===== config.mk =====
export PLATFORM = sky130hd
export DESIGN_NAME = ysyx_23060187_ifu
export DESIGN_NICKNAME = d
export VERILOG_FILES = /design/src/rtl/ysyx_23060187_ifu.sv
export SDC_FILE = /design/constraint.sdc
export NUM_CORES = 1
export LEC_CHECK = 0
export CORE_MARGIN = 3
export CORE_UTILIZATION = 35
export CTS_CLUSTER_SIZE = 30
export DETAILED_ROUTE_END_ITERATION = 6
export GPL_TIMING_DRIVEN = 0
export HOLD_SLACK_MARGIN = 0.06
export PLACE_DENSITY_LB_ADDON = 0.1
export SLEW_MARGIN = 10
export SYNTH_ARGS = -nofsm -noshare
export SYNTH_HDL_FRONTEND = slang
export SYNTH_SLANG_ARGS = --single-unit

===== constraint.sdc =====
create_clock -name clk -period 2.5 [get_ports clk]
set_clock_uncertainty 0.2 [all_clocks]
set_input_delay 0.75 -clock clk [delete_from_list [all_inputs] [get_ports clk]]
set_output_delay 0.75 -clock clk [all_outputs]
set_load 0.01 [all_outputs]

===== src/rtl/ysyx_23060187_ifu.sv =====
// Instruction fetch unit: one fetch in flight, re-armed by the commit PC-update pulse.
// Faults (misaligned PC, bus error, timeout) are delivered to decode with a NOP instead of stalling.
module ysyx_23060187_ifu #(
  parameter int unsigned TIMEOUT_CYCLES = 255,
  parameter logic [31:0] NOP_INST       = 32'h0000_0013
) (
  input  logic        clk,
  input  logic        rst,
  input  logic [31:0] pc_in,
  input  logic        pc_upd,
  output logic [31:0] araddr,
  output logic        arvalid,
  input  logic        arready,
  input  logic [31:0] rdata,
  input  logic [1:0]  rresp,
  input  logic        rvalid,
  output logic        rready,
  output logic [31:0] inst_out,
  output logic [31:0] inst_pc,
  output logic        inst_valid,
  input  logic        inst_ready,
  output logic [1:0]  inst_fault
);

  localparam logic [1:0] S_IDLE = 2'd0;
  localparam logic [1:0] S_AR   = 2'd1;
  localparam logic [1:0] S_R    = 2'd2;
  localparam logic [1:0] S_OUT  = 2'd3;

  localparam logic [1:0] F_NONE  = 2'd0;
  localparam logic [1:0] F_ALIGN = 2'd1;
  localparam logic [1:0] F_BUS   = 2'd2;
  localparam logic [1:0] F_TMO   = 2'd3;

  // Timer counts from 0 on the first AR cycle, so this value marks the last allowed cycle.
  localparam logic [7:0] TMO_LAST = 8'(TIMEOUT_CYCLES - 1);

  logic [1:0]  state_q, state_d;
  logic        go_pending_q, go_pending_d;
  logic        drain_q, drain_d;
  logic [7:0]  timer_q, timer_d;
  logic [31:0] araddr_q, araddr_d;
  logic        arvalid_q, arvalid_d;
  logic        rready_q, rready_d;
  logic [31:0] inst_out_q, inst_out_d;
  logic [31:0] inst_pc_q, inst_pc_d;
  logic        inst_valid_q, inst_valid_d;
  logic [1:0]  inst_fault_q, inst_fault_d;
  logic        timed_out;

  always_comb begin
    state_d      = state_q;
    go_pending_d = go_pending_q;
    drain_d      = drain_q;
    timer_d      = timer_q;
    araddr_d     = araddr_q;
    inst_out_d   = inst_out_q;
    inst_pc_d    = inst_pc_q;
    inst_valid_d = inst_valid_q;
    inst_fault_d = inst_fault_q;
    timed_out    = (timer_q >= TMO_LAST);

    if (pc_upd) go_pending_d = 1'b1;

    // A response left over from a timed-out read is swallowed outside R.
    if (drain_q && rready_q && rvalid && (state_q != S_R)) drain_d = 1'b0;

    if ((state_q == S_AR) || (state_q == S_R)) begin
      if (timer_q != 8'hFF) timer_d = timer_q + 8'd1;
    end

    case (state_q)
      S_IDLE: begin
        if ((go_pending_q || pc_upd) && !drain_q) begin
          go_pending_d = 1'b0;
          araddr_d     = pc_in;
          inst_pc_d    = pc_in;
          if (pc_in[1:0] != 2'b00) begin
            state_d      = S_OUT;
            inst_out_d   = NOP_INST;
            inst_fault_d = F_ALIGN;
            inst_valid_d = 1'b1;
          end else begin
            state_d = S_AR;
            timer_d = 8'd0;
          end
        end
      end
      S_AR: begin
        if (arvalid_q && arready) begin
          state_d = S_R;
        end else if (timed_out) begin
          state_d      = S_OUT;
          inst_out_d   = NOP_INST;
          inst_fault_d = F_TMO;
          inst_valid_d = 1'b1;
        end
      end
      S_R: begin
        if (rvalid) begin
          state_d      = S_OUT;
          inst_out_d   = (rresp == 2'b00) ? rdata : NOP_INST;
          inst_fault_d = (rresp == 2'b00) ? F_NONE : F_BUS;
          inst_valid_d = 1'b1;
        end else if (timed_out) begin
          state_d      = S_OUT;
          inst_out_d   = NOP_INST;
          inst_fault_d = F_TMO;
          inst_valid_d = 1'b1;
          drain_d      = 1'b1;
        end
      end
      default: begin
        if (inst_ready) begin
          state_d      = S_IDLE;
          inst_valid_d = 1'b0;
        end
      end
    endcase

    arvalid_d = (state_d == S_AR);
    rready_d  = (state_d == S_R) || drain_d;
  end

  always_ff @(posedge clk or negedge rst) begin
    if (!rst) begin
      state_q      <= S_IDLE;
      go_pending_q <= 1'b1;
      drain_q      <= 1'b0;
      timer_q      <= 8'd0;
      araddr_q     <= 32'd0;
      arvalid_q    <= 1'b0;
      rready_q     <= 1'b0;
      inst_out_q   <= 32'd0;
      inst_pc_q    <= 32'd0;
      inst_valid_q <= 1'b0;
      inst_fault_q <= 2'd0;
    end else begin
      state_q      <= state_d;
      go_pending_q <= go_pending_d;
      drain_q      <= drain_d;
      timer_q      <= timer_d;
      araddr_q     <= araddr_d;
      arvalid_q    <= arvalid_d;
      rready_q     <= rready_d;
      inst_out_q   <= inst_out_d;
      inst_pc_q    <= inst_pc_d;
      inst_valid_q <= inst_valid_d;
      inst_fault_q <= inst_fault_d;
    end
  end

  assign araddr     = araddr_q;
  assign arvalid    = arvalid_q;
  assign rready     = rready_q;
  assign inst_out   = inst_out_q;
  assign inst_pc    = inst_pc_q;
  assign inst_valid = inst_valid_q;
  assign inst_fault = inst_fault_q;

endmodule


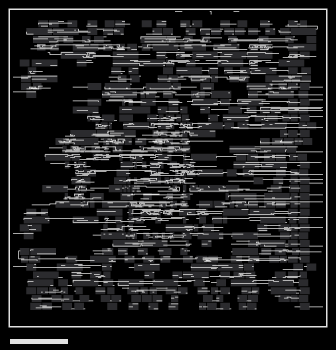
Figure 1: run 1, met1 routing.
The bar under the picture is 20 um long. Cells faint in the background.
main direction: horizontal
longest straight run: 30.4 um
nets with wire on the layer: 489
share of all routed wire: 44%
via count: 3053
DRT Wirelength: 9.43 mm
met1 Use GR: 20.5%

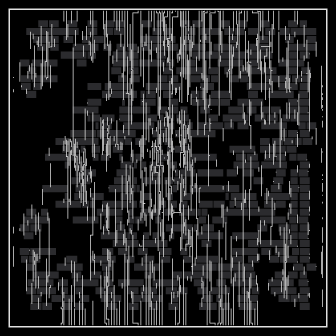
Figure 2: run 1, signal wires on met2.
Cells faint in the background.
longest straight run: 45.2 um
main direction: vertical
share of all routed wire: 49%
wire length on this layer: 4670 um
GRT met2 Usage: 25.8%

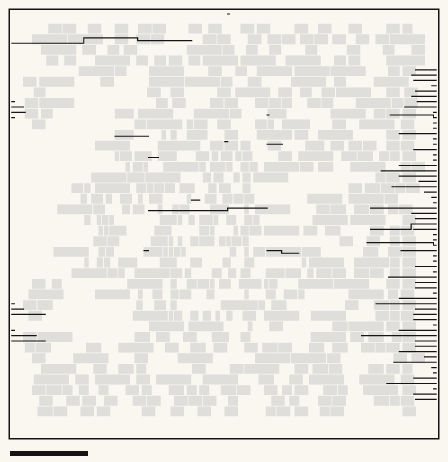
Figure 3: run 1, signal wires on met3.
The bar under the picture is 20 um long. Cells faint in the background.
share of all routed wire: 5.5%
main direction: horizontal
wire length on this layer: 520 um
met3 Use GR: 3.46%

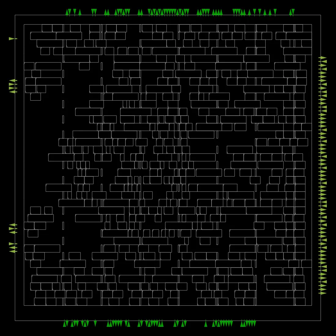
Figure 4: run 1, placement view.
# fillers: 913
post-layout util: 57.1%
Finished Layout Cells: 636
flop share of the area: 34.3%

==> run_results.csv, run 1 <==
group,metric,value,unit
outcome,status,"finished, final reports clean",
final_layout,final_common_cell,"clkdlybuf4s50_1",
clock_tree,clk_latency,0.34,ns
sta,whs,0.157,ns
floorplan,fp_util,36.1,%
logic_synthesis,synth_area,3750,um^2
place,pre_cts_slack,-0.374,ns
drt,routedWlPerCell,14.8,um
power_and_ir_drop,p_per_area,1210,nW/um^2
drt,via_per_inst,4.80,
logic_synthesis,ys_warn_count,0,
clock_tree,root_buffer,"clkbuf_8",
logic_synthesis,aoi_share,16.6,%
drt,drtIter0Drc,105,
grt,grt_overflow_total,0,
logic_synthesis,simple_gate_area_share,7.01,%
sta,rsz0062_at_grt,"no",
clock_tree,cts_num_sinks,81,
logic_synthesis,synth_nets,384,
worst_setup_path,crit_path_end_kind,"flop",
power_and_ir_drop,p_leak,2.54,nW
worst_setup_path,arrival,2.44,ns
sta,slew_headroom,67.1,%
floorplan,core,10400,um^2
drt,ant_nets,0,
logic_synthesis,netlist_top_cells_area,"dfrtp_1 (53%), mux2_2 (9.6%), a22o_1 (7.0%)",
logic_synthesis,edf_count,0,
final_layout,drive_gt1_share,21.4,%
clock_tree,htree_num_levels,3,
floorplan,io_pins,173,
flow_run,warning_count,30,
sta,setup_viol,0,
logic_synthesis,synth-seq-cells,81,
## run 1: power by group
| group | internal, W | switching (W) | leakage [nW] |
|---|---|---|---|
| sequential | 0.00180 | 0.000380 | 1.02 |
| clock | 0.000486 | 0.000457 | 0.0953 |
| combinational | 0.00237 | 0.00164 | 1.43 |
## run 1: cell usage after synthesis (2+ instances only)
library cell	count
a211oi_1	2
a21boi_0	2
a21o_1	2
a21oi_1	11
a22o_1	30
a31oi_1	9
and4_1	2
buf_2	6
buf_4	33
clkbuf_1	6
dfrtp_1	80
ha_1	6
inv_1	5
mux2_2	32
nand2_1	11
nand3_1	3
nor2_1	11
nor3_1	4
o211ai_1	4
o21ai_0	5
o221ai_1	2
o22ai_1	2
or2_2	2
xnor2_1	3
xor2_1	2
## run 1: sequential cells by signal (all words and copies together) (netlist names)
register,cells
inst_out,32
inst_pc,32
timer_q,8
inst_fault,2
state_q,2
arvalid,1
drain_q,1
go_pending_q,1
inst_valid,1
rready,1
## run 1: final cells by class
cell class | count | area (um^2) | area share (%)
timing repair buffer | 178 | 1790 | 30.2
multi-input combinational | 173 | 1380 | 23.3
clock inverter | 5 | 55.1 | 0.930
buffer | 47 | 337 | 5.69
tap | 136 | 170 | 2.88
sequential | 81 | 2030 | 34.3
inverter | 5 | 18.8 | 0.317
clock buffer | 11 | 141 | 2.39
## run 1: through the flow
step / total power [W] / area (um^2) / TNS, ns / utilization, %
after floorplan: 0.00437 / 3750 / 0 / -
final: 0.00713 / 5920 / 0 / 57.1
after global placement: 0.00612 / 5640 / -211.49 / 54.4
after CTS: 0.00716 / 5860 / 0 / 56.5
after detailed placement: 0.00620 / 5660 / -12.82 / 54.6
after global routing: 0.00767 / 5920 / 0 / 57.1
## run 1: per-layer routing
metal	track usage (%)	vias to the layer above	routed length [um]
met5	0	-	0
met4	4.63	0	137
met3	3.46	12	519
met2	25.8	84	4670
met1	20.5	1478	4110
li1	-	1479	-
## run 1: timing repair
item	CTS	global route
hold buffers	0	0
pin swaps	1	2
setup endpoints to repair	1	22
buffers inserted	0	5
gates resized	0	6
## run 1: critical path: stages
cell             delay [ns]
clkdlybuf4s50_1        0.50
o21bai_1               0.15
o21ai_4                0.26
o211ai_1               0.17
buf_2                  0.22
buf_4                  0.19
a22o_1                 0.19
## run 1: cells by family after synthesis
family / count (synthesis)
adders and majority gates: 6
buffers and inverters: 52
DFF: 81
and+or+nand+nor: 47
xor gates and xnor gates: 5
AOI/OAI and AO/OA: 83
muxes: 32
## run 1: worst paths after layout
check | startpoint | end | slack, ns
max | pc_upd | inst_out[15]$_DFFE_PN0P_ | 0.1
min | rst | inst_out[7]$_DFFE_PN0P_ | 0.16
max reg2reg | state_q[1]$_DFF_PN0_ | inst_out[15]$_DFFE_PN0P_ | 0.19
min reg2reg | inst_out[18]$_DFFE_PN0P_ | inst_out[18]$_DFFE_PN0P_ | 0.30
max in group asynchronous | rst | go_pending_q$_DFF_PN1_ | 1.28
min in group clk | inst_out[18]$_DFFE_PN0P_ | inst_out[18]$_DFFE_PN0P_ | 0.30
Figure 5. Register map, names as in the netlist (run 1).
Other sequential cells in the stronger grey, the rest of the logic in the fainter grey.
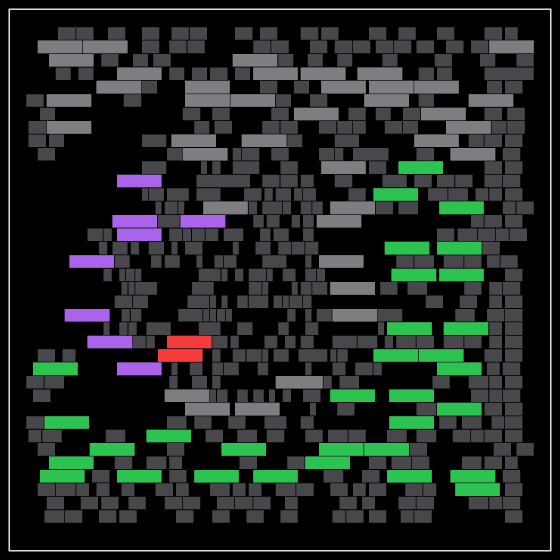

==> run 2: changes to the inputs <==
Settings changed: CORE_ASPECT_RATIO from default to 1.5, RECOVER_POWER from default to 100.
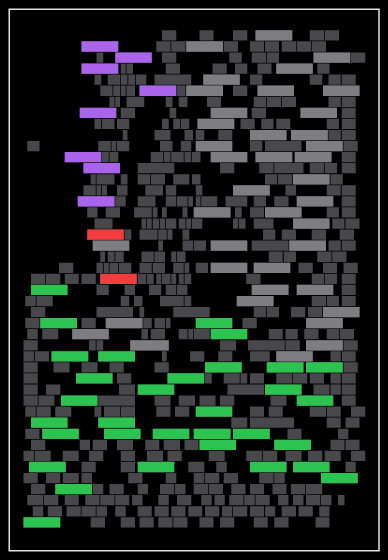
Figure 6: run 2, register map, names as in the netlist.
Other sequential cells in the stronger grey, the rest of the logic in the fainter grey.
[inst_pc] green | placed flops: 32 | where: a horizontal strip, bottom
[timer_q] purple | placed flops: 8 | where: upper left
[state_q] red | placed flops: 2
seq pwr: 0.00219 W
FF+latch area: 2030 um^2
post-layout util: 58.1%

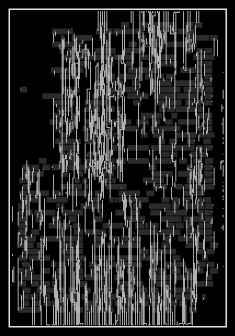
Figure 7: run 2, signal wires on met2.
Cells faint in the background.
main direction: vertical
nets with wire on the layer: 515
longest straight run: 65.6 um
DRT Wirelength: 9.82 mm
GRT met2 Usage: 31.1%

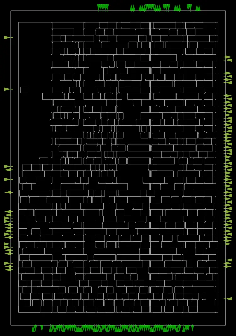
Figure 8: run 2, placement view.
sequential cells: 81
n_taps: 141

==> run 2 against run 1 <==
  * Global-route usage is 1.4 points higher
  * Fmax increased by 1.3%
  * Die size increased by 0.21%
  * Critical path depth decreased by 5
  * Combinational power shrank 4%
  * Largest cell class unchanged
  * Clock power increased by about 40%
==> run_results.csv, run 2 <==
group,metric,value,unit
power_and_ir_drop,p_per_area,1230,nW/um^2
place,place_area,5670,um^2
drt,via_per_inst,4.84,
floorplan,core,10300,um^2
clock_tree,cts_num_sinks,81,
power_and_ir_drop,p_leak,2.69,nW
logic_synthesis,synth_nets,384,
power_and_ir_drop,power,0.00735,W
outcome,status,"finished, final reports clean",
power_and_ir_drop,net-switching-power,0.00252,W
drt,ant_nets,0,
clock_tree,clk_latency,0.33,ns
sta,fin_setup_tns,0,ns
power_and_ir_drop,combPwrFrac,52.2,%
power_and_ir_drop,p_clk_share,18.0,%
drt,routedWlPerCell,15.4,um
sta,setup_viol,0,
grt,grt_overflow_total,0,
final_layout,final_common_cell,"clkdlybuf4s50_1",
logic_synthesis,synth_area,3750,um^2
sta,rsz0062_at_grt,"yes",
drt,vias,3090,
power_and_ir_drop,switching_share,34.3,%
floorplan,fp_util,36.4,%
logic_synthesis,edf_count,0,
logic_synthesis,common_cells,"dfrtp_1 (80), buf_4 (33), mux2_2 (32)",
final_layout,drive_gt1_share,20.9,%
worst_setup_path,arrival,1.42,ns
logic_synthesis,yosysMostFrequentCell,"dfrtp_1",
sta,slew_headroom,37.5,%
drt,drtIter0Drc,82,
logic_synthesis,ys_warn_count,0,
floorplan,io_pins,173,
flow_run,warning_count,31,
logic_synthesis,synth-seq-cells,81,
power_and_ir_drop,p_int,0.00482,W
run 2: cell counts after synthesis:
No cell type changed its count.
run 2: power groups by stage:
stage               Combinational (W)  Sequential, W  Clock [W]
floorplan                     0.00205        0.00232          0
global placement              0.00394        0.00221          0
detailed placement            0.00399        0.00224          0
CTS                           0.00400        0.00222    0.00137
global route                  0.00420        0.00227    0.00143
finish                        0.00384        0.00219    0.00132
run 2: what timing repair did:
| item | in CTS | in global routing |
|---|---|---|
| pin swaps | 0 | 2 |
| hold buffers | 0 | 0 |
| buffers inserted | 0 | 2 |
| resized | 1 | 3 |
| endpoints found under the setup margin | 6 | 27 |
run 2: cell type report:
| class | instances | area [um^2] |
|---|---|---|
| sequential | 81 | 2030 |
| tap | 141 | 176 |
| timing repair buffer | 175 | 1740 |
| multi-input combinational | 173 | 1380 |
| clock buffer | 11 | 253 |
| buffer | 47 | 335 |
| clock inverter | 5 | 53.8 |
| fill | 891 | 4320 |
| inverter | 5 | 18.8 |
run 2: layer usage:
| layer | track usage [%] | part of all wire, % | up-vias |
|---|---|---|---|
| li1 | - | - | 1480 |
| met5 | 0 | 0 | - |
| met3 | 4.38 | 5.5 | 14 |
| met2 | 31.1 | 55 | 104 |
| met1 | 18.6 | 37 | 1492 |
| met4 | 6.64 | 2.0 | 0 |
run 2: critical path: stages, from the launching register on:
cell and delay, ns:
dfrtp_1 0.38, buf_4 0.13, dlygate4sd3_1 0.59
run 2: logic make-up (layout without fill, tap and decap cells):
| group | after synthesis | in the layout | share of synthesized area, % |
|---|---|---|---|
| multiplexers | 32 | 32 | 9.62 |
| flip-flops | 81 | 81 | 54.1 |
| AND/OR/NAND/NOR | 47 | 47 | 7.01 |
| XOR/XNOR | 5 | 5 | 1.17 |
| AND-OR/OR-AND | 83 | 83 | 16.6 |
| buffers and inverters | 52 | 243 | 9.45 |
| adder cells (fa/ha/maj) | 6 | 6 | 2.00 |
run 2: through the flow:
step / cells / setup slack, ns / hold WS [ns]
6_report: 638 / 0.129 / 0.290
5_1_grt: 638 / 0.00996 / 0.305
4_1_cts: 636 / 0.0221 / 0.203
3_5_place_dp: 620 / -0.356 / 0.282
3_3_place_gp: 619 / -2.50 / 0.282
2_1_floorplan: 306 / 0.420 / 0.254
run 2: path summary, 6_finish.rpt:
path | start | to | cells past startpoint
max in group asynchronous | rst | inst_out[19]$_DFFE_PN0P_ | 2
worst min register to register | inst_out[24]$_DFFE_PN0P_ | inst_out[24]$_DFFE_PN0P_ | 1
worst max register to register | state_q[1]$_DFF_PN0_ | inst_out[13]$_DFFE_PN0P_ | 9
worst min-delay path | inst_out[24]$_DFFE_PN0P_ | inst_out[24]$_DFFE_PN0P_ | 1
worst max-delay path | inst_pc[19]$_DFFE_PN0P_ | inst_pc[19] | 2
min in group asynchronous | rst | inst_pc[20]$_DFFE_PN0P_ | 1
Figure 9. Signal wires on met3 (run 2).
The bar under the picture is 20 um long. Cells faint in the background.
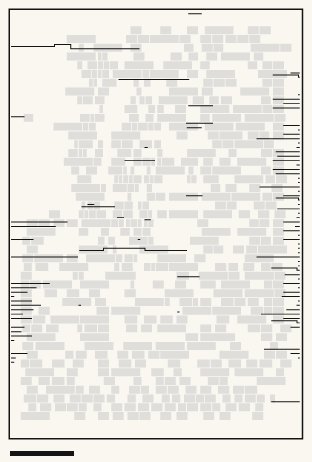

==> run 3: changes to the inputs <==
Settings changed: CORE_UTILIZATION 35 to 42.
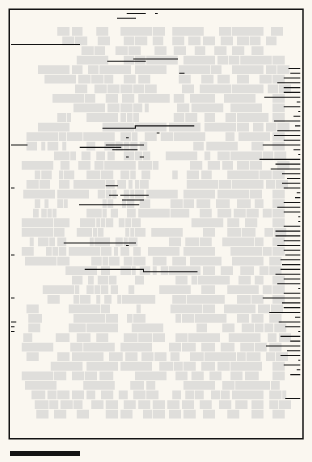
Figure 10: run 3, signal wires on met3.
The bar under the picture is 20 um long. Cells faint in the background.
longest straight run: 20.2 um
share of all routed wire: 5.0%
DRT Wirelength: 10.1 mm
met3 Use GR: 5.28%
via count: 3137

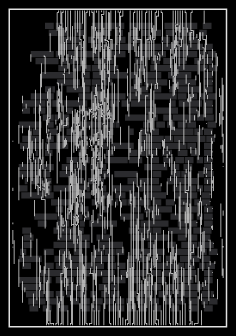
Figure 11: run 3, signal wires on met2.
Cells faint in the background.
longest straight run: 54.6 um
wire length on this layer: 5640 um
GRT met2 Usage: 37.0%

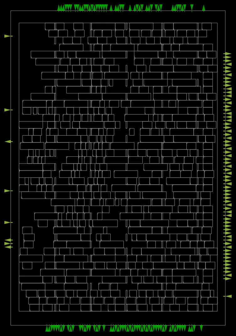
Figure 12: run 3, placement view.
post-layout util: 69.7%
# fillers: 661

==> run 3 against run 2 <==
  * The run now ends with capacitance limit, slew limit left
  * First-iteration DRC count rose by 2.4%
  * Hold slack barely moved
  * Utilization rose by 12 points
  * Setup slack got worse by 0.064 ns
  * Global-route usage rose by 3.8 points
  * Critical path type unchanged
==> run_results.csv, run 3 <==
group,metric,value,unit
worst_setup_path,r2r-start,"state_q[1]$_DFF_PN0_",
place,pre_cts_slack,-0.406,ns
final_layout,final_common_cell,"dlygate4sd3_1",
drt,drtIter0Drc,84,
power_and_ir_drop,p_leak,2.72,nW
flow_run,maxCapViolCount,1,
final_layout,fin_cells,607,
logic_synthesis,netlist_instances,306,
outcome,status,"finished, violations left",
min_path,hold_path_depth,1,
place,placed_cells,586,
min_path,min-delay-start,"inst_out[30]$_DFFE_PN0P_",
flow_run,warning_count,30,
drt,ant_nets,0,
power_and_ir_drop,p_per_area,1220,nW/um^2
outcome,failed_checks,"capacitance limit, slew limit",
final_layout,drive_gt1_share,21.2,%
floorplan,fp_util,43.7,%
min_path,whs_endpoint,"inst_out[30]$_DFFE_PN0P_",
worst_setup_path,arrival,1.48,ns
floorplan,io_pins,173,
final_layout,multiInputGateArea,1370,um^2
drt,via_per_inst,5.17,
logic_synthesis,ys_warn_count,0,
sta,finalMaxSlewViolations,27,
floorplan,core,8570,um^2
sta,setup_viol,0,
worst_setup_path,reg2reg_to,"inst_out[13]$_DFFE_PN0P_",
sta,slew_headroom,-1.58,%
grt,grt_overflow_total,0,
logic_synthesis,common_cells,"dfrtp_1 (80), buf_4 (33), mux2_2 (32)",
logic_synthesis,synth-seq-cells,81,
logic_synthesis,edf_count,0,
sta,fin_setup_tns,0,ns
logic_synthesis,yosysMostFrequentCell,"dfrtp_1",
logic_synthesis,synth-async-reset-ratio,100,%
logic_synthesis,synth_nets,384,
drt,routedWlPerCell,16.6,um
clock_tree,cts_num_sinks,81,
place,place_area,5630,um^2
sta,rsz0062_at_grt,"no",
logic_synthesis,synth_area,3750,um^2
worst_setup_path,r2r.worst_path.cells,9,
clock_tree,clk_latency,0.33,ns
final_layout,flop_area,2030,um^2
sta,whs,0.291,ns
sta,fin_ws,0.0651,ns
[run 3: cell counts after synthesis]
Identical to the previous run, type by type.
[run 3: critical path, stage by stage, from the launching register on]
cell,delay (ns)
dfrtp_1,0.42
buf_4,0.15
dlygate4sd3_1,0.59
[run 3: what timing repair did]
item | 4_1_cts | 5_1_grt
endpoints found under the setup margin | 11 | 22
pin swaps | 1 | 1
resized | 1 | 3
buffers inserted | 2 | 3
[run 3: final cells by class]
cell class                      instances  area share [%]
Buffer                                 47            5.64
Clock buffer                           10            4.00
Clock inverter                          6            1.13
Inverter                                5           0.314
Multi-Input combinational cell        173            22.9
Sequential cell                        81            34.0
Tap cell                              107            2.24
Timing Repair Buffer                  178            29.8
[run 3: worst max-delay path by stage]
stage	start	to
final	inst_pc[0]$_DFFE_PN0P_	inst_pc[0]
after global routing	arready	inst_out[10]$_DFFE_PN0P_
after CTS	arready	inst_out[12]$_DFFE_PN0P_
after detailed placement	pc_upd	inst_out[6]$_DFFE_PN0P_
after global placement	rst	inst_out[27]$_DFFE_PN0P_
after floorplan	pc_upd	inst_out[10]$_DFFE_PN0P_
[run 3: kinds of logic (layout without fill, tap and decap cells)]
family,after synthesis,in the layout,share of synthesized area (%)
DFF,81,81,54.1
xor gates and xnor gates,5,5,1.17
adders and majority gates,6,6,2.00
muxes,32,32,9.62
AOI/OAI and AO/OA,83,83,16.6
buffers and inverters,52,246,9.45
and+or+nand+nor,47,47,7.01
[run 3: per-stage QoR]
step / power (W) / util, %
2_1_floorplan: 0.00437 / -
3_5_place_dp: 0.00623 / 65.7
3_3_place_gp: 0.00611 / 65.4
6_report: 0.00730 / 69.7
5_1_grt: 0.00781 / 69.7
4_1_cts: 0.00761 / 69.4
[run 3: power breakdown]
group          total [W]  switching [W]  leakage, nW  internal, W
clock            0.00132       0.000521        0.145     0.000802
combinational    0.00378        0.00166         1.55      0.00212
sequential       0.00219       0.000388         1.02      0.00180
total            0.00730        0.00257         2.72      0.00473
[run 3: metal layers]
layer  track usage, %  vias up  part of all wire, %
li1                 -     1486                    -
met3             5.28        9                  5.0
met1             24.2     1530                   38
met5                0        -                    0
met4             7.57        0                  1.2
met2             37.0      112                   56
No activity file was given, so power comes from the tool's default toggle rates.
